### config.mk
export PLATFORM = sky130hd
export DESIGN_NAME = prime_scan_ctrl
export DESIGN_NICKNAME = d
export VERILOG_FILES = /design/src/rtl/prime_pkg.sv /design/src/rtl/prime4_check.sv /design/src/rtl/prime_scan_ctrl.sv
export SDC_FILE = /design/constraint.sdc
export NUM_CORES = 1
export LEC_CHECK = 0
export CORE_MARGIN = 4
export CORE_UTILIZATION = 54
export DETAILED_ROUTE_END_ITERATION = 7
export HOLD_SLACK_MARGIN = 0.06
export PLACE_DENSITY = 0.83
export SETUP_SLACK_MARGIN = 0.2
export SLEW_MARGIN = 20
export SYNTH_ARGS = -nofsm -noshare
export SYNTH_HDL_FRONTEND = slang
export SYNTH_SLANG_ARGS = --single-unit
### constraint.sdc
create_clock -name clk -period 5.5 [get_ports clk]
set_input_delay 1.1 -clock clk [delete_from_list [all_inputs] [get_ports clk]]
set_output_delay 1.1 -clock clk [all_outputs]
set_load 0.05 [all_outputs]
### src/rtl/prime_pkg.sv
// Shared types and constants for the 4-bit prime scan datapath.
package prime_pkg;

  typedef enum logic [1:0] {
    IDLE,
    SCAN,
    EMIT,
    DONE
  } state_t;

  // Bit n is set when n is prime: 2, 3, 5, 7, 11, 13.
  localparam logic [15:0] PRIME_MASK = 16'h28AC;
  localparam int          MAX_PRIMES = 6;

endpackage

### src/rtl/prime4_check.sv
// Combinational 4-bit prime detector implemented as a mask lookup.
module prime4_check
  import prime_pkg::*;
(
  input  logic [3:0] in,
  output logic       is_prime
);

  assign is_prime = PRIME_MASK[in];

endmodule

### src/rtl/prime_scan_ctrl.sv
// Sweeps [lo, hi] through the prime detector, streams primes over valid/ready
// and reports how many were accepted when the sweep ends.
module prime_scan_ctrl
  import prime_pkg::*;
(
  input  logic       clk,
  input  logic       rst_n,
  input  logic       start,
  input  logic [3:0] lo,
  input  logic [3:0] hi,
  output logic       busy,
  output logic       out_valid,
  input  logic       out_ready,
  output logic [3:0] out_data,
  output logic [2:0] prime_cnt,
  output logic       done,
  output logic       err
);

  state_t     state, state_n;
  logic [3:0] cur, cur_n;
  logic [3:0] lim, lim_n;
  logic [3:0] data_n;
  logic       valid_n;
  logic [2:0] cnt_n;
  logic       err_n;
  logic       is_prime;

  prime4_check u_check (
    .in       (cur),
    .is_prime (is_prime)
  );

  always_ff @(posedge clk or negedge rst_n) begin
    if (!rst_n) begin
      state     <= IDLE;
      cur       <= 4'd0;
      lim       <= 4'd0;
      out_data  <= 4'd0;
      out_valid <= 1'b0;
      prime_cnt <= 3'd0;
      err       <= 1'b0;
    end else begin
      state     <= state_n;
      cur       <= cur_n;
      lim       <= lim_n;
      out_data  <= data_n;
      out_valid <= valid_n;
      prime_cnt <= cnt_n;
      err       <= err_n;
    end
  end

  // cur is compared against lim before incrementing so hi=15 never wraps.
  always_comb begin
    state_n = state;
    cur_n   = cur;
    lim_n   = lim;
    data_n  = out_data;
    valid_n = out_valid;
    cnt_n   = prime_cnt;
    err_n   = err;
    case (state)
      IDLE: begin
        if (start) begin
          cur_n = lo;
          lim_n = hi;
          cnt_n = 3'd0;
          if (lo > hi) begin
            err_n   = 1'b1;
            state_n = DONE;
          end else begin
            err_n   = 1'b0;
            state_n = SCAN;
          end
        end
      end
      SCAN: begin
        if (is_prime) begin
          data_n  = cur;
          valid_n = 1'b1;
          state_n = EMIT;
        end else if (cur == lim) begin
          state_n = DONE;
        end else begin
          cur_n = cur + 4'd1;
        end
      end
      EMIT: begin
        if (out_ready) begin
          cnt_n   = prime_cnt + 3'd1;
          valid_n = 1'b0;
          if (cur == lim) begin
            state_n = DONE;
          end else begin
            cur_n   = cur + 4'd1;
            state_n = SCAN;
          end
        end
      end
      DONE: begin
        state_n = IDLE;
      end
      default: begin
        state_n = IDLE;
      end
    endcase
  end

  assign busy = (state == SCAN) || (state == EMIT);
  assign done = (state == DONE);

endmodule

Fig. 1: the clock network
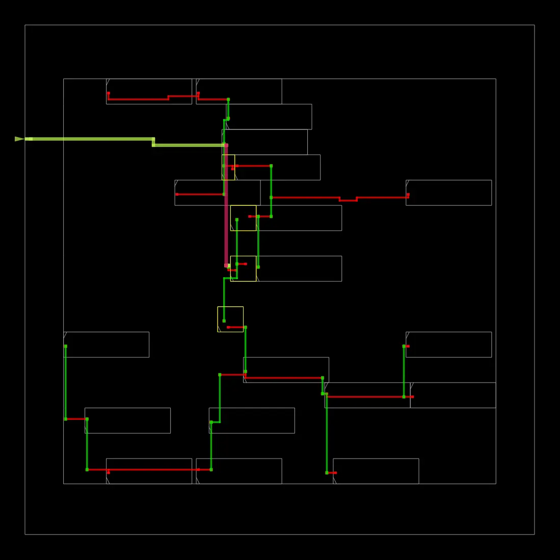
TritonCTS Buffers: 3
flop count: 19

Fig. 2: clock wires, drivers and flops
Scale: 10 px per micron.
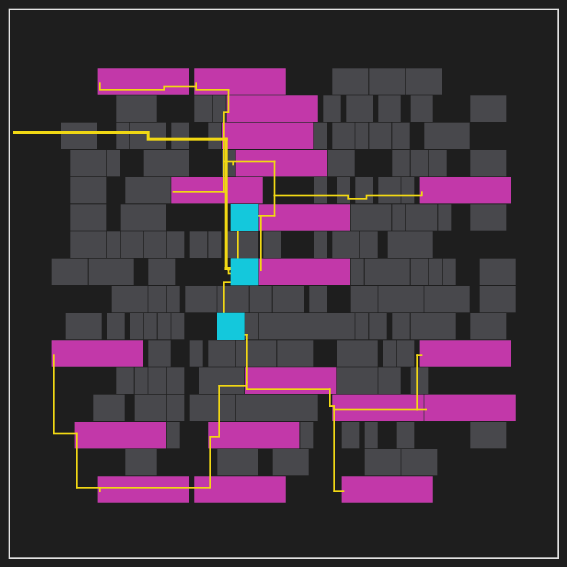
flip-flops: in magenta, count 19. clock-net drivers: in cyan, count 3. clock wires: in yellow, length 200 microns.
There are 4 routed clock nets.

==> impl_metrics.json <==
{
  "topCellsByArea": "dfrtp_1, ha_1, o21ai_0",
  "nFillCells": 152,
  "worstPathArrival_ns": 2.16,
  "leakagePower_uw": 0.000661,
  "ctsHtreeMaxLevel": 1,
  "synth_top_area_share": 0.403,
  "synth_cell_types": 28,
  "die_w_microns": 54.7,
  "cts_tree": "built",
  "synthArstFlopShare": 1.00,
  "clk_latency_ns": 0.28,
  "p_per_area_nw_per_um2": 633,
  "cts.sinks": 19,
  "yosys_warnings": 0,
  "cts-resized-gates": 0,
  "grt_util_all_layers": 0.184,
  "syn-cell-area_sq_um": 1180,
  "drc": 0,
  "routed_wirelength_mm": 2.35,
  "period_used_share": 0.593,
  "clock_skew_ns": 0.00506,
  "chip_area_sq_um": 3000,
  "rsz0062_at_grt": "no",
  "firstDrtPassIters": 4,
  "grt_pass1_vias": 957,
  "hold_buffers": 0,
  "ys_seq_share": 0.403,
  "seq_area_sq_um": 475,
  "ys_cells": 122,
  "netlist_top_cells_count": "dfrtp_1, o21ai_0, ha_1, inv_1, nand2_1",
  "setup.worst_path.start_class": "flip-flop",
  "antennaDiodeCount": 0,
  "drt_iter0_markers": 15,
  "overflow": 0,
  "clk_pin_slew_ns": 0.10,
  "power_uw": 919,
  "peakVddDrop_v": 0.000350,
  "post_cts.repair.setup_buffers": 0,
  "clockRootBuffer": "clkbuf_4",
  "hold_path.class": "flip-flop to flip-flop",
  "syn_inst": 122,
  "nNetsFinal": 171,
  "syn_to_final_growth_pct": 23.1,
  "dominantRegCellSynth": "dfrtp_1",
  "critical_path_class": "flip-flop to output port",
  "postLayoutCoreUtil": 0.718,
  "worst_slew_pin_slew_ns": 0.834,
  "r2r_end": "cur[0]$_DFFE_PN0P_",
  "yosys.stat.chipArea_sq_um": 1180,
  "slew-limit-headroom": 0.442,
  "maxSlewViolCount": 0,
  "antenna_found_initial": 0,
  "maxCapViolCount": 0,
  "hold_viol_final": 0,
  "top_cell": "dfrtp_1",
  "dp_hpwl_mm": 1.92,
  "tns_ns": 0,
  "comb_area_sq_um": 652,
  "crit_end": "busy",
  "edf_count": 0,
  "drtAntennaViolNets": 0,
  "clockBufferDepth": 2,
  "r2r_cells": 7,
  "outcome": "finished clean",
  "critPathRequiredTime_ns": 4.40,
  "drive_gt1_frac": 0.0685,
  "grt_max_degree": 20,
  "io_pins": 23,
  "syn_avg_cell_area_sq_um": 9.67,
  "crit_start": "state[1]$_DFFE_PN0P_",
  "routedWlPerCell_microns": 13.6,
  "top_area_cell": "dfrtp_1",
  "viasPerCell": 5.56,
  "gp_congestion": 0.827,
  "fp_util": 0.584,
  "ys_ff": 19,
  "die_h_microns": 54.7,
  "timing.rr.start": "state[1]$_DFFE_PN0P_",
  "grt_pass1_wl_mm": 4.04,
  "floorplan.nets": 146,
  "warnings": 31,
  "r2r_slack_ns": 3.34,
  "setup_viol_count_final": 0,
  "numPortBuffers": 22,
  "end_kind": "output port",
  "cp_max_fo": 10,
  "finalCriticalPeriod_ns": 3.26,
  "min_path_cells": 2,
  "max_freq_ghz": 0.307,
  "dr_total_vias": 962,
  "holdWs_ns": 0.501
}
Fig. 3: cells colored by class
Scale: 6 px per micron. Fill, decap, tap and diode cells in gray.
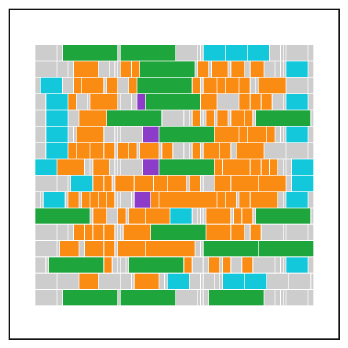
sequential cells: in green, cells 19. remaining logic cells: in orange, cells 101. clock drivers and dummy loads: in purple, cells 4. remaining buffers and delay cells: in cyan, cells 22.
final instance area: 1450 sq um
flop share of the area: 0.327
Site Rows: 16
core area: 2020 sq um

## cell usage in the layout (no fill, tap or decap), types with 3 or more instances in the layout
master | netlist | layout
a21oi_1 | 9 | 9
clkbuf_4 | 0 | 3
clkdlybuf4s50_1 | 0 | 22
dfrtp_1 | 19 | 19
ha_1 | 12 | 12
inv_1 | 12 | 12
mux2_2 | 4 | 4
nand2_1 | 11 | 11
nand3_1 | 3 | 3
nand4_1 | 4 | 4
nor2_1 | 7 | 7
o21ai_0 | 14 | 14
o22a_1 | 3 | 3
xnor2_1 | 4 | 4
## state kept, by name, summed over array words and instances, names as in the netlist
name,flops
state,2
out_data,4
err,1
prime_cnt,3
cur,4
lim,4
out_valid,1
## final cells by class
class,count,area share
Sequential cell,19,0.327
Tap cell,27,0.0233
Clock buffer,4,0.0181
Multi-Input combinational cell,89,0.449
Timing Repair Buffer,22,0.152
Inverter,12,0.0310
## per-stage QoR
| step | area, sq um | setup WS [ns] | instances |
|---|---|---|---|
| after global routing | 1450 | 2.12 | 173 |
| after detailed placement | 1430 | 2.51 | 169 |
| after CTS | 1450 | 2.24 | 173 |
| after global placement | 1430 | 2.61 | 169 |
| final | 1450 | 2.24 | 173 |
| after floorplan | 1180 | 3.14 | 122 |
## logic make-up after synthesis
kind of cell               share of synthesized area
AOI/OAI and AO/OA                              0.201
muxes                                         0.0668
adders and majority gates                      0.127
and+or+nand+nor                                0.127
DFF                                            0.403
xor gates and xnor gates                      0.0297
buffers and inverters                         0.0445
## routing by layer
layer  global-route usage  part of all wire  vias up  wire, microns
met2                0.331              0.50       18           1170
met5                    0                 0        -              0
met1                0.228              0.45      460           1070
li1                     -                 -      479              -
met3               0.0272             0.034        5             81
met4               0.0415             0.015        0             36
## power breakdown
group | switching (uW) | internal [uW]
combinational | 351 | 234
sequential | 64.3 | 203
clock | 38.2 | 28.1
total | 453 | 466
## how the worst min path moves through the flow
stage	start	end	slack, ns
after detailed placement	out_data[1]$_DFFE_PN0P_	out_data[1]$_DFFE_PN0P_	0.48
after global routing	err$_DFFE_PN0P_	err$_DFFE_PN0P_	0.54
final	out_data[1]$_DFFE_PN0P_	out_data[1]$_DFFE_PN0P_	0.50
after floorplan	lim[1]$_DFFE_PN0P_	lim[1]$_DFFE_PN0P_	0.47
after global placement	out_data[1]$_DFFE_PN0P_	out_data[1]$_DFFE_PN0P_	0.47
after CTS	out_data[1]$_DFFE_PN0P_	out_data[1]$_DFFE_PN0P_	0.50
## worst max-delay path, cell delays in order, from the launching register on
cell and delay (ns):
dfrtp_1 0.43, inv_1 0.10, ha_1 0.48, clkdlybuf4s50_1 0.87
Power is estimated from default activity; no workload was simulated.
